## src/rtl/vga_fb_arbiter_pkg.sv

```systemverilog
// Shared constants, arbiter state type and the line-base helper used by the
// framebuffer arbiter and its address generator.
package vga_pkg;
  localparam int H_ACT           = 640;
  localparam int V_ACT           = 480;
  localparam int FB_DEPTH        = H_ACT * V_ACT;
  localparam int DW_DEF          = 24;
  localparam int AW_DEF          = 19;
  localparam int FETCH_BURST_DEF = 16;
  localparam int XW              = 10;
  localparam int YW              = 10;
  localparam logic [31:0] H_ACT_VEC = 32'(H_ACT);

  typedef enum logic [1:0] {
    IDLE  = 2'd0,
    FETCH = 2'd1,
    HOST  = 2'd2
  } arb_state_e;

  typedef logic [DW_DEF-1:0] pixel_t;

  // y*H_ACT as a sum of shifted copies of y, one per set bit of H_ACT
  function automatic logic [31:0] line_base(input logic [YW-1:0] y);
    logic [31:0] acc;
    acc = 32'd0;
    for (int b = 0; b < 32; b++) begin
      if (H_ACT_VEC[b]) acc = acc + ({{(32-YW){1'b0}}, y} << b);
      else              acc = acc;
    end
    return acc;
  endfunction
endpackage

```

## src/rtl/vga_fb_arbiter_addr_gen.sv

```systemverilog
// Line fetch address generator: latches the line base address and steps the
// pixel counter across one active line.
module vga_fb_addr_gen
  import vga_pkg::*;
#(
  parameter int AW = AW_DEF
) (
  input  logic          clk,
  input  logic          rst,
  input  logic          load,
  input  logic          advance,
  input  logic [YW-1:0] y,
  output logic [AW-1:0] addr,
  output logic [XW-1:0] x,
  output logic          last
);
  logic [AW-1:0] base_r;
  logic [XW-1:0] x_r;
  logic          last_s;

  assign last_s = (x_r == XW'(H_ACT - 1));

  // load restarts the line at x=0 and takes priority over stepping
  always_ff @(posedge clk) begin
    if (rst) begin
      base_r <= {AW{1'b0}};
      x_r    <= {XW{1'b0}};
    end else if (load) begin
      base_r <= AW'(line_base(y));
      x_r    <= {XW{1'b0}};
    end else if (advance) begin
      base_r <= base_r;
      x_r    <= last_s ? {XW{1'b0}} : x_r + XW'(1);
    end else begin
      base_r <= base_r;
      x_r    <= x_r;
    end
  end

  assign addr = base_r + {{(AW-XW){1'b0}}, x_r};
  assign x    = x_r;
  assign last = last_s;
endmodule

```

## src/rtl/vga_fb_arbiter.sv

```systemverilog
// Single-port framebuffer arbiter: line prefetch into a ping-pong line buffer
// has priority, host pixel writes fill gaps and a forced slot every burst.
module vga_fb_arbiter
  import vga_pkg::*;
#(
  parameter int DW          = DW_DEF,
  parameter int AW          = AW_DEF,
  parameter int FETCH_BURST = FETCH_BURST_DEF
) (
  input  logic          clk,
  input  logic          rst,
  input  logic          line_start,
  input  logic [9:0]    line_y,
  input  logic          line_bank,
  input  logic          host_valid,
  input  logic [AW-1:0] host_addr,
  input  logic [DW-1:0] host_data,
  output logic          host_ready,
  output logic          host_err,
  output logic [AW-1:0] mem_addr,
  output logic          mem_we,
  output logic [DW-1:0] mem_wdata,
  input  logic [DW-1:0] mem_rdata,
  output logic          lb_we,
  output logic [10:0]   lb_addr,
  output logic [DW-1:0] lb_wdata,
  output logic          fetch_done,
  output logic          fetch_overrun
);
  localparam int BW = (FETCH_BURST > 1) ? $clog2(FETCH_BURST) : 1;
  localparam logic [BW-1:0] BURST_LAST = BW'(FETCH_BURST - 1);

  arb_state_e    state_r, state_s;
  logic [BW-1:0] burst_r, burst_s;
  logic          active_r, active_s;
  logic          bank_r;
  logic          load_s, advance_s, overrun_s;
  logic          start_s, in_range_s;
  logic [AW-1:0] fetch_addr_s;
  logic [XW-1:0] x_s;
  logic          last_s;
  logic          lb_we_r, fetch_done_r, fetch_overrun_r;
  logic [10:0]   lb_addr_r;

  assign start_s    = line_start && (line_y < YW'(V_ACT));
  assign in_range_s = (host_addr < AW'(FB_DEPTH));

  vga_fb_addr_gen #(.AW(AW)) u_addr_gen (
    .clk     (clk),
    .rst     (rst),
    .load    (load_s),
    .advance (advance_s),
    .y       (line_y),
    .addr    (fetch_addr_s),
    .x       (x_s),
    .last    (last_s)
  );

  // Arbiter state, burst counter, fetch-in-progress flag and target bank
  always_ff @(posedge clk) begin
    if (rst) begin
      state_r  <= IDLE;
      burst_r  <= {BW{1'b0}};
      active_r <= 1'b0;
      bank_r   <= 1'b0;
    end else begin
      state_r  <= state_s;
      burst_r  <= burst_s;
      active_r <= active_s;
      bank_r   <= load_s ? line_bank : bank_r;
    end
  end

  // Next-state decision; a line issuing its last read is complete, not overrun
  always_comb begin
    state_s   = state_r;
    burst_s   = burst_r;
    active_s  = active_r;
    load_s    = 1'b0;
    advance_s = 1'b0;
    overrun_s = line_start && active_r && !((state_r == FETCH) && last_s);
    case (state_r)
      IDLE: begin
        if (start_s) begin
          state_s  = FETCH;
          load_s   = 1'b1;
          burst_s  = {BW{1'b0}};
          active_s = 1'b1;
        end else if (host_valid) begin
          state_s = HOST;
        end else begin
          state_s = IDLE;
        end
      end
      FETCH: begin
        advance_s = 1'b1;
        if (start_s) begin
          state_s  = FETCH;
          load_s   = 1'b1;
          burst_s  = {BW{1'b0}};
          active_s = 1'b1;
        end else if (line_start || last_s) begin
          state_s  = host_valid ? HOST : IDLE;
          burst_s  = {BW{1'b0}};
          active_s = 1'b0;
        end else if (burst_r == BURST_LAST) begin
          state_s = host_valid ? HOST : FETCH;
          burst_s = {BW{1'b0}};
        end else begin
          burst_s = burst_r + BW'(1);
        end
      end
      HOST: begin
        if (start_s) begin
          state_s  = FETCH;
          load_s   = 1'b1;
          burst_s  = {BW{1'b0}};
          active_s = 1'b1;
        end else if (line_start && active_r) begin
          state_s  = host_valid ? HOST : IDLE;
          active_s = 1'b0;
        end else if (active_r) begin
          state_s = FETCH;
        end else if (host_valid) begin
          state_s = HOST;
        end else begin
          state_s = IDLE;
        end
      end
      default: begin
        state_s  = IDLE;
        burst_s  = {BW{1'b0}};
        active_s = 1'b0;
      end
    endcase
  end

  // RAM port mux; host outputs follow the live request so writes can stream
  always_comb begin
    mem_addr   = {AW{1'b0}};
    mem_we     = 1'b0;
    mem_wdata  = {DW{1'b0}};
    host_ready = 1'b0;
    host_err   = 1'b0;
    case (state_r)
      FETCH: begin
        mem_addr = fetch_addr_s;
      end
      HOST: begin
        mem_addr   = host_addr;
        mem_wdata  = host_data;
        mem_we     = host_valid && in_range_s;
        host_ready = host_valid;
        host_err   = host_valid && !in_range_s;
      end
      default: begin
        mem_addr = {AW{1'b0}};
      end
    endcase
  end

  // Read-return pipeline, aligned with the one-cycle RAM read latency
  always_ff @(posedge clk) begin
    if (rst) begin
      lb_we_r         <= 1'b0;
      lb_addr_r       <= 11'd0;
      fetch_done_r    <= 1'b0;
      fetch_overrun_r <= 1'b0;
    end else begin
      lb_we_r         <= (state_r == FETCH);
      lb_addr_r       <= {bank_r, x_s};
      fetch_done_r    <= (state_r == FETCH) && last_s;
      fetch_overrun_r <= overrun_s;
    end
  end

  assign lb_we         = lb_we_r;
  assign lb_addr       = lb_addr_r;
  assign lb_wdata      = lb_we_r ? mem_rdata : {DW{1'b0}};
  assign fetch_done    = fetch_done_r;
  assign fetch_overrun = fetch_overrun_r;
endmodule

```

## config.mk

```make
export PLATFORM = sky130hd
export DESIGN_NAME = vga_fb_arbiter
export DESIGN_NICKNAME = d
export VERILOG_FILES = /design/src/rtl/vga_fb_arbiter_pkg.sv /design/src/rtl/vga_fb_arbiter_addr_gen.sv /design/src/rtl/vga_fb_arbiter.sv
export SDC_FILE = /design/constraint.sdc
export NUM_CORES = 1
export LEC_CHECK = 0
export CORE_MARGIN = 2
export CORE_UTILIZATION = 39
export CTS_CLUSTER_DIAMETER = 80
export DETAILED_ROUTE_END_ITERATION = 16
export PLACE_DENSITY = 0.81
export SLEW_MARGIN = 10
export SYNTH_ARGS = -nofsm -noshare
export SYNTH_HDL_FRONTEND = slang
export SYNTH_SLANG_ARGS = --single-unit
```

## constraint.sdc

```tcl
create_clock -name clk -period 2.9 [get_ports clk]
set_input_delay 0.29 -clock clk [delete_from_list [all_inputs] [get_ports clk]]
set_output_delay 0.29 -clock clk [all_outputs]
set_load 0.05 [all_outputs]
```

Figure 1. Routed metal, one color a layer (run 1).
Bar = 20 microns.
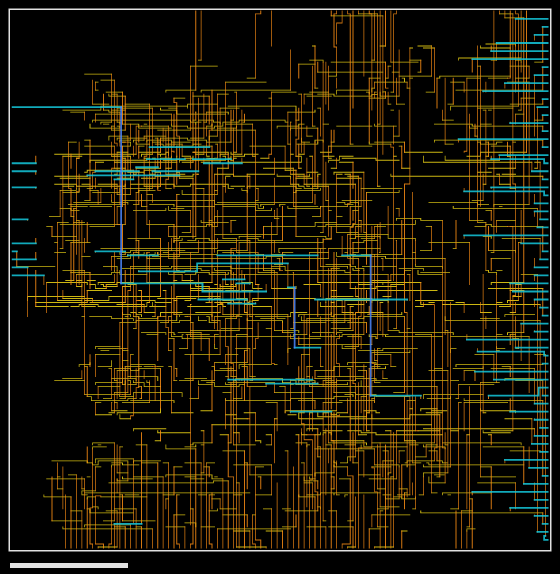
met1: shown in yellow, wire length 3,960 microns. met2: shown in orange, wire length 4,960 microns. met3: shown in cyan, wire length 601 microns. met4: shown in blue, wire length 63.9 microns.

Figure 2. PDN straps and rails (run 1).
Pins as bars on the die edge. Tap cells in gray.
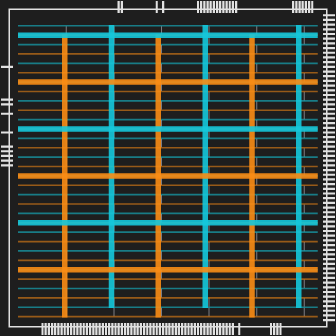
VSS: shown in orange. VDD: shown in cyan.
99 tap cells. 32 met1 rails follow the rows.

Figure 3. Routed clock nets over the placement (run 1).
Bar = 20 microns.
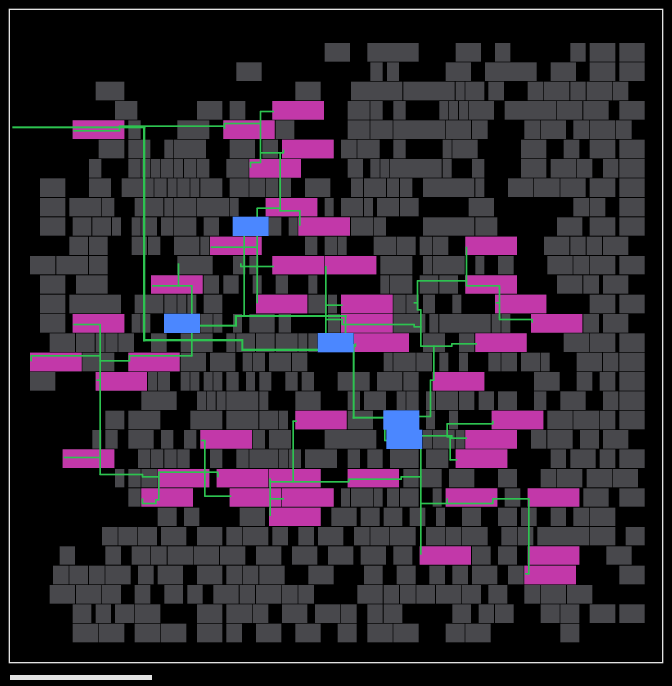
clock wires: shown in green, length 527 microns. flip-flops: shown in magenta, count 44. cells driving clock nets: shown in blue, count 5.
There are 6 routed clock nets.
clock group power: 397 uW
part of the total power dissipated in the clock network: 25.4%
Latency at later pin: 290 ps

==> reports/summary.rpt, run 1 <==
========================================================================================================
Status                                                                                      finished, final reports clean
Leakage                                                                                          1.89 nW
Ys flop type                                                                                sky130_fd_sc_hd__dfxtp_1
Average routed wire per standard cell                                                       15.0 microns
Area of the mapped netlist                                                                  0.00299 sq mm
Post-layout min period                                                                           2700 ps
First-pass GRT wire length                                                                  15,000 microns
Worst Hold Class                                                                              reg -> reg
Total wire length                                                                           9590 microns
Final Hold Violating Endpoints                                                                         0
Largest type area fraction                                                                         29.4%
Crit path capture                                                                           mem_addr[11]
Slack of the worst reg-to-reg path                                                                790 ps
Crit path required time                                                                          2610 ps
Setup clock skew after layout                                                                    5.48 ps
Yosys cell count                                                                                     382
Via count                                                                                          3,252
Post-CTS clock slew at the launch and capture registers of the worst setup and hold paths          80 ps
Maximum count of clock buffers along a single path                                                     2
Met2 Resource Use GR                                                                               41.2%
Maxcap violations                                                                                      0
Vias in the first global route                                                                     3,058
Post-layout instance count excluding filler cells                                                    641
Finished Cell Area                                                                          0.00487 sq mm
Most numerous logic cell after layout                                                       sky130_fd_sc_hd__clkdlybuf4s50_1
Number of nets in the finished design                                                                642
R2R Path Start                                                                                state_r[0]
Ys async rst share                                                                                    0%
Placed Cells incl. Taps                                                                              633
Cell taking the most area after synthesis                                                   sky130_fd_sc_hd__dfxtp_1
Number of cells on the worst reg-to-reg path                                                           7
Slew @ Worst Pin                                                                                  743 ps
Post-synth seq share                                                                               29.4%
Pre-placement core utilization                                                                     40.8%
Area taken by flip-flops and latches                                                           882 sq um
Peak-usage layer in the global routing report                                                       met2
Group drawing the most power                                                                sequential cells
Total CTS buffers                                                                                      5
Period utilization                                                                                 93.0%
Largest fanout on the critical path                                                                    6
Endpoint of the worst-slack reg-to-reg timing path                                            burst_r[3]
Flip-flops with a built-in enable                                                                      0
Inserted Diodes                                                                                        0
Adder Area Share                                                                                   8.44%
Met1 global-route usage                                                                            25.9%
Internal portion of total power                                                                  1.05 mW
Leading cell type by number of instances after synthesis                                    sky130_fd_sc_hd__and2_1
Simple Share, Synth                                                                                35.5%
Initial antenna violation count                                                                        0
Number of filler instances in the final layout                                                       600
Critical Path End Type                                                                       output port
Remaining antenna violation count                                                                      0
Post-CTS Resized                                                                                       0
Kind of start point of the critical path                                                            flop
DR vias/cell                                                                                        5.07
Leading post-synthesis cells by instance count                                              53 x sky130_fd_sc_hd__and2_1, 44 x sky130_fd_sc_hd__dfxtp_1, 35 x sky130_fd_sc_hd__nand2_1
Critical Path Start                                                                         u_addr_gen.x[7]
P_seq                                                                                             641 uW
Switching Power                                                                                   509 uW
Remaining design rule violation count                                                                  0
Unrepaired setup endpoints after global routing                                                       no
Arrival @ worst endpoint                                                                         2410 ps
Relative slew slack                                                                                50.3%
Standard-cell rows                                                                                    31
Combinational Power                                                                               525 uW
Overall Global Routing Usage                                                                       21.9%
Clock Sinks                                                                                           44
Fin. max-slew vios                                                                                     0
Proportion of synthesized area in mux cells                                                        2.09%
Tool warning count                                                                                    29
Yosys synthesis chip area                                                                   0.00299 sq mm
Iteration tally of the first detailed-router pass                                                      4
Pin count of the biggest net entering global routing                                                  26
Number of cells produced by synthesis                                                                382
Final sum of negative setup slack                                                                   0 ps
Power Dens Cells                                                                             321 mW/mm^2
Switching part of the total power                                                                  32.5%
Multi-input gate area in the final layout                                                   0.00200 sq mm
P&R area growth vs syn                                                                             62.8%
Count of hold-fix buffers inserted at cts                                                              0
Die extent in x                                                                             91.6 microns
Cell chosen for the clock root                                                              sky130_fd_sc_hd__clkbuf_8
Register share of total power                                                                      41.0%
Post-Place Cell Area                                                                        0.00478 sq mm
Mapped Avg Cell Area                                                                          7.84 sq um
Floorplan die area                                                                          0.00839 sq mm
Yosys warnings                                                                                         0
Total nets after synthesis                                                                           483
GR Overflow Total                                                                                      0
Deepest level of the CTS H-tree                                                                        2
Clock tree from TritonCTS                                                                          built
Core box area                                                                               0.00733 sq mm
Placer Congestion                                                                                  0.862
Number of distinct library cells after synthesis                                                      46
Max Clk Rate                                                                                     371 MHz
Final setup vio count                                                                                  0
========================================================================================================
[run 1: flip-flops by register name, summed over array words and instances, names as in the netlist, 2 cells and up]
name / count
u_addr_gen.base_r: 12
lb_addr: 11
u_addr_gen.x: 10
burst_r: 4
state_r: 2
[run 1: critical path: stages (launching register included)]
cell                      delay (ps)
sky130_fd_sc_hd__dfxtp_2         380
sky130_fd_sc_hd__ha_1            200
sky130_fd_sc_hd__inv_1            60
sky130_fd_sc_hd__fa_1            400
sky130_fd_sc_hd__nor2b_1         140
sky130_fd_sc_hd__o21a_1          190
sky130_fd_sc_hd__xor2_1          250
sky130_fd_sc_hd__a22oi_1         110
sky130_fd_sc_hd__nor2b_1         210
sky130_fd_sc_hd__buf_12          170
[run 1: layout make-up]
cell class / instances / area share [%]
multi-input combinational: 308 / 41.0
timing repair buffer: 171 / 35.6
sequential: 44 / 18.1
tap: 99 / 2.54
clock buffer: 6 / 1.69
inverter: 11 / 0.847
clock inverter: 2 / 0.205
[run 1: stage by stage]
stage | setup WS (ps) | hold WS (ps)
after global routing | 7.92 | 470
after detailed placement | 140 | 451
after global placement | 245 | 443
after CTS | 142 | 465
final | 204 | 467
after floorplan | 22.2 | 426
[run 1: per-layer routing]
layer,part of all wire [%],routed length (microns)
met1,41,3960
met4,0.66,63
met5,0,0
met3,6.3,600
met2,52,4960
[run 1: how the worst min path moves through the flow]
stage	from	endpoint	slack [ps]	cells past startpoint
floorplan	line_bank	bank_r	430	2
global placement	bank_r	bank_r	440	2
detailed placement	bank_r	bank_r	450	2
CTS	bank_r	bank_r	460	2
global route	bank_r	bank_r	470	2
finish	bank_r	bank_r	470	2
==> inputs of run 2 (changes only) <==
--- a/config.mk
+++ b/config.mk
@@ -10,7 +10,6 @@
 export CTS_CLUSTER_DIAMETER = 80
 export DETAILED_ROUTE_END_ITERATION = 16
 export PLACE_DENSITY = 0.81
-export SLEW_MARGIN = 10
 export SYNTH_ARGS = -nofsm -noshare
 export SYNTH_HDL_FRONTEND = slang
 export SYNTH_SLANG_ARGS = --single-unit
Figure 4. PDN straps and rails (run 2).
Pins as bars on the die edge. Tap cells in gray.
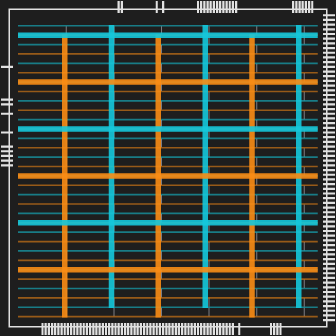
VSS: shown in orange. VDD: shown in cyan.
6 straps on met4. 99 tap cells.

Figure 5. Routed metal, one color a layer (run 2).
Bar = 20 microns.
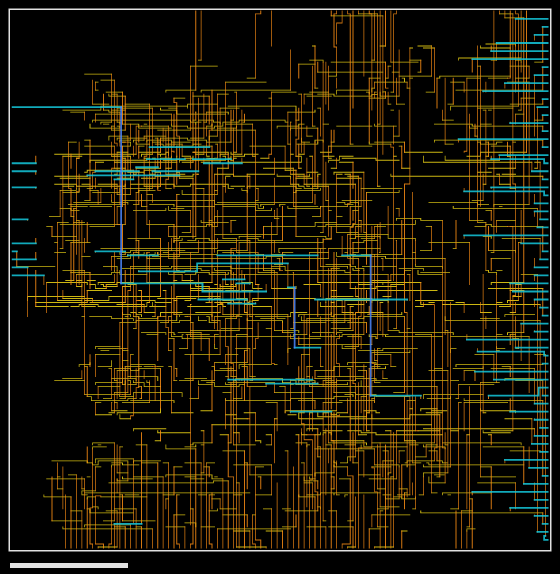
met4: shown in blue, wire length 63.9 microns. met1: shown in yellow, wire length 3,960 microns. met3: shown in cyan, wire length 601 microns. met2: shown in orange, wire length 4,960 microns.

==> reports/summary.rpt, run 2 <==
========================================================================================================
Yosys cell count                                                                                     382   unchanged
P_seq                                                                                             641 uW   about the same
Iteration-0 DRC Markers                                                                              144
Register ranked first by flip-flop count                                                    u_addr_gen.base_r
Post-CTS clock slew at the launch and capture registers of the worst setup and hold paths          80 ps   about the same
Floorplan die area                                                                          0.00839 sq mm   unchanged
Finished Cell Area                                                                          0.00487 sq mm   unchanged
Switching Power                                                                                   509 uW   unchanged
Ys async rst share                                                                                    0%   unchanged
P&R area growth vs syn                                                                             62.8%   unchanged
Peak per-stage delay on the critical path                                                         400 ps   about the same
Maxcap violations                                                                                      0   unchanged
Leakage                                                                                          1.89 nW   unchanged
Latency at later pin                                                                              290 ps   about the same
Die H                                                                                       91.6 microns
Fin. max-slew vios                                                                                     0   unchanged
Part of the total power dissipated in the clock network                                            25.4%   about the same
Mapped Avg Cell Area                                                                          7.84 sq um   unchanged
Largest fanout on the critical path                                                                    6   unchanged
Number of cells produced by synthesis                                                                382   unchanged
Simple Share, Synth                                                                                35.5%   unchanged
Tool warning count                                                                                    29   unchanged
Worst path cell trace                                                                       ha_1 -> inv_1 -> fa_1 -> nor2b_1 -> o21a_1 -> xor2_1 -> a22oi_1 -> nor2b_1 -> buf_12
Deepest level of the CTS H-tree                                                                        2   unchanged
Relative slew slack                                                                                50.3%   unchanged
Flip-flops with a built-in enable                                                                      0   unchanged
Die extent in x                                                                             91.6 microns   unchanged
GR Overflow Total                                                                                      0   unchanged
Standard-cell rows                                                                                    31   unchanged
Post-layout min period                                                                           2700 ps   unchanged
Leading cell type by number of instances after synthesis                                    sky130_fd_sc_hd__and2_1
Total wire length                                                                           9590 microns   unchanged
Period utilization                                                                                 93.0%   unchanged
Adder Area Share                                                                                   8.44%   unchanged
Yosys warnings                                                                                         0   unchanged
Worst path slowest cell                                                                     sky130_fd_sc_hd__fa_1
Proportion of synthesized area in mux cells                                                        2.09%   unchanged
Cell taking the most area after synthesis                                                   sky130_fd_sc_hd__dfxtp_1
Buffering stage count on the worst path with inverters included                                        2   unchanged
Maximum count of clock buffers along a single path                                                     2   unchanged
Kind of start point of the critical path                                                            flop
Final sum of negative setup slack                                                                   0 ps   unchanged
Vias in the first global route                                                                     3,058   unchanged
Pin count of the biggest net entering global routing                                                  26   unchanged
Remaining design rule violation count                                                                  0   unchanged
First-pass GRT wire length                                                                  15,000 microns   unchanged
Remaining antenna violation count                                                                      0   unchanged
Setup clock skew after layout                                                                    5.48 ps   unchanged
Group drawing the most power                                                                sequential cells
Slack of the worst reg-to-reg path                                                                790 ps   about the same
Clock tree from TritonCTS                                                                          built
Clock group power                                                                                 397 uW   about the same
CP delay by family, top                                                                      adder cells
Most common cell on crit path                                                               sky130_fd_sc_hd__nor2b_1
Combinational Power                                                                               525 uW   about the same
Iteration tally of the first detailed-router pass                                                      4   unchanged
Slew @ Worst Pin                                                                                  743 ps   unchanged
Clock Sinks                                                                                           44   unchanged
Internal portion of total power                                                                  1.05 mW   unchanged
Largest register FFs                                                                                  12   unchanged
Number of nets in the finished design                                                                642   unchanged
Inserted Diodes                                                                                        0   unchanged
Pre-placement core utilization                                                                     40.8%   unchanged
Core box area                                                                               0.00733 sq mm   unchanged
Register share of total power                                                                      41.0%   about the same
Initial antenna violation count                                                                        0   unchanged
Unrepaired setup endpoints after global routing                                                       no
Max Clk Rate                                                                                     371 MHz   unchanged
Yosys synthesis chip area                                                                   0.00299 sq mm   unchanged
Fraction of layout instances using a drive strength above 1                                        10.1%
Number of distinct library cells after synthesis                                                      46   unchanged
Ys flop type                                                                                sky130_fd_sc_hd__dfxtp_1
Post-synth seq share                                                                               29.4%   unchanged
Number of filler instances in the final layout                                                       600   unchanged
Final setup vio count                                                                                  0   unchanged
Average routed wire per standard cell                                                       15.0 microns   unchanged
Total CTS buffers                                                                                      5   unchanged
Largest type area fraction                                                                         29.4%   unchanged
Most numerous logic cell after layout                                                       sky130_fd_sc_hd__clkdlybuf4s50_1
Cell chosen for the clock root                                                              sky130_fd_sc_hd__clkbuf_8
Switching part of the total power                                                                  32.5%   unchanged
Critical Path End Type                                                                       output port
Arrival @ worst endpoint                                                                         2410 ps   about the same
Worst Hold Class                                                                              reg -> reg
Crit path required time                                                                          2610 ps   about the same
Status                                                                                      finished, final reports clean
Post-Place Cell Area                                                                        0.00478 sq mm   unchanged
Placer Congestion                                                                                  0.862   unchanged
DR vias/cell                                                                                        5.07   unchanged
Area of the mapped netlist                                                                  0.00299 sq mm   unchanged
Dominant combinational cell family by area after synthesis                                  simple AND/OR/NAND/NOR gates
Leading post-synthesis cells by instance count                                              53 x sky130_fd_sc_hd__and2_1, 44 x sky130_fd_sc_hd__dfxtp_1, 35 x sky130_fd_sc_hd__nand2_1
========================================================================================================
Figure 6. Routing congestion map (run 2).
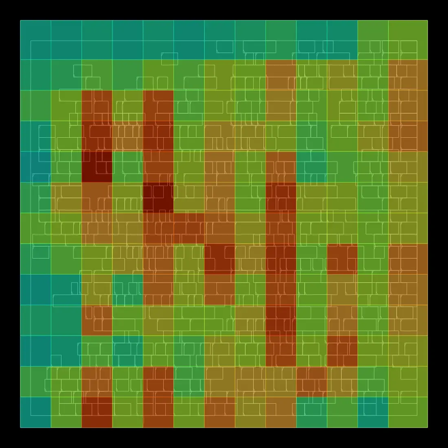
Overall Global Routing Usage: 21.9%
met2 Resource Use GR: 41.2%

run 2: cell families (layout without fill, tap and decap cells):
family | count (synthesis) | count (layout)
buffers and inverters | 30 | 190
adder cells (fa/ha/maj) | 19 | 19
flip-flops | 44 | 44
AND/OR/NAND/NOR | 193 | 193
XOR/XNOR | 18 | 18
AND-OR/OR-AND | 72 | 72
multiplexers | 6 | 6
run 2: cell type report:
cell class,count,area (sq um),share of cell area (%)
timing repair buffer,171,1730,35.6
clock buffer,6,82.6,1.69
tap,99,124,2.54
inverter,11,41.3,0.847
multi-input combinational,308,2000,41.0
clock inverter,2,10.0,0.205
sequential,44,882,18.1
run 2: worst paths after layout:
| path | start | endpoint | cells past startpoint |
|---|---|---|---|
| max | u_addr_gen.x[7] | mem_addr[11] | 9 |
| max reg2reg | state_r[0] | burst_r[3] | 7 |
| min reg2reg | bank_r | bank_r | 2 |
| min | bank_r | bank_r | 2 |
run 2: stage by stage:
| stage | utilization [%] | hold WS, ps | std cells | setup WS [ps] | total power [mW] |
|---|---|---|---|---|---|
| floorplan | - | 426 | 382 | 22.2 | 0.944 |
| global placement | 65.2 | 443 | 633 | 245 | 1.17 |
| detailed placement | 65.2 | 451 | 633 | 140 | 1.18 |
| CTS | 66.5 | 465 | 641 | 142 | 1.57 |
| global route | 66.5 | 470 | 641 | 7.92 | 1.63 |
| finish | 66.5 | 467 | 641 | 204 | 1.56 |
run 2: repair_timing:
action / CTS / global route
endpoints found under the setup margin: 0 / 2
resized: 0 / 1
hold buffers: 0 / 0
hold endpoints to repair: 0 / 0
setup buffers: 0 / 0
run 2: routing by layer:
layer | part of all wire (%) | global-route usage [%]
met1 | 41 | 25.9
met2 | 52 | 41.2
met3 | 6.3 | 3.94
met4 | 0.66 | 3.91
met5 | 0 | 0
No activity file was given, so power comes from the tool's default toggle rates.
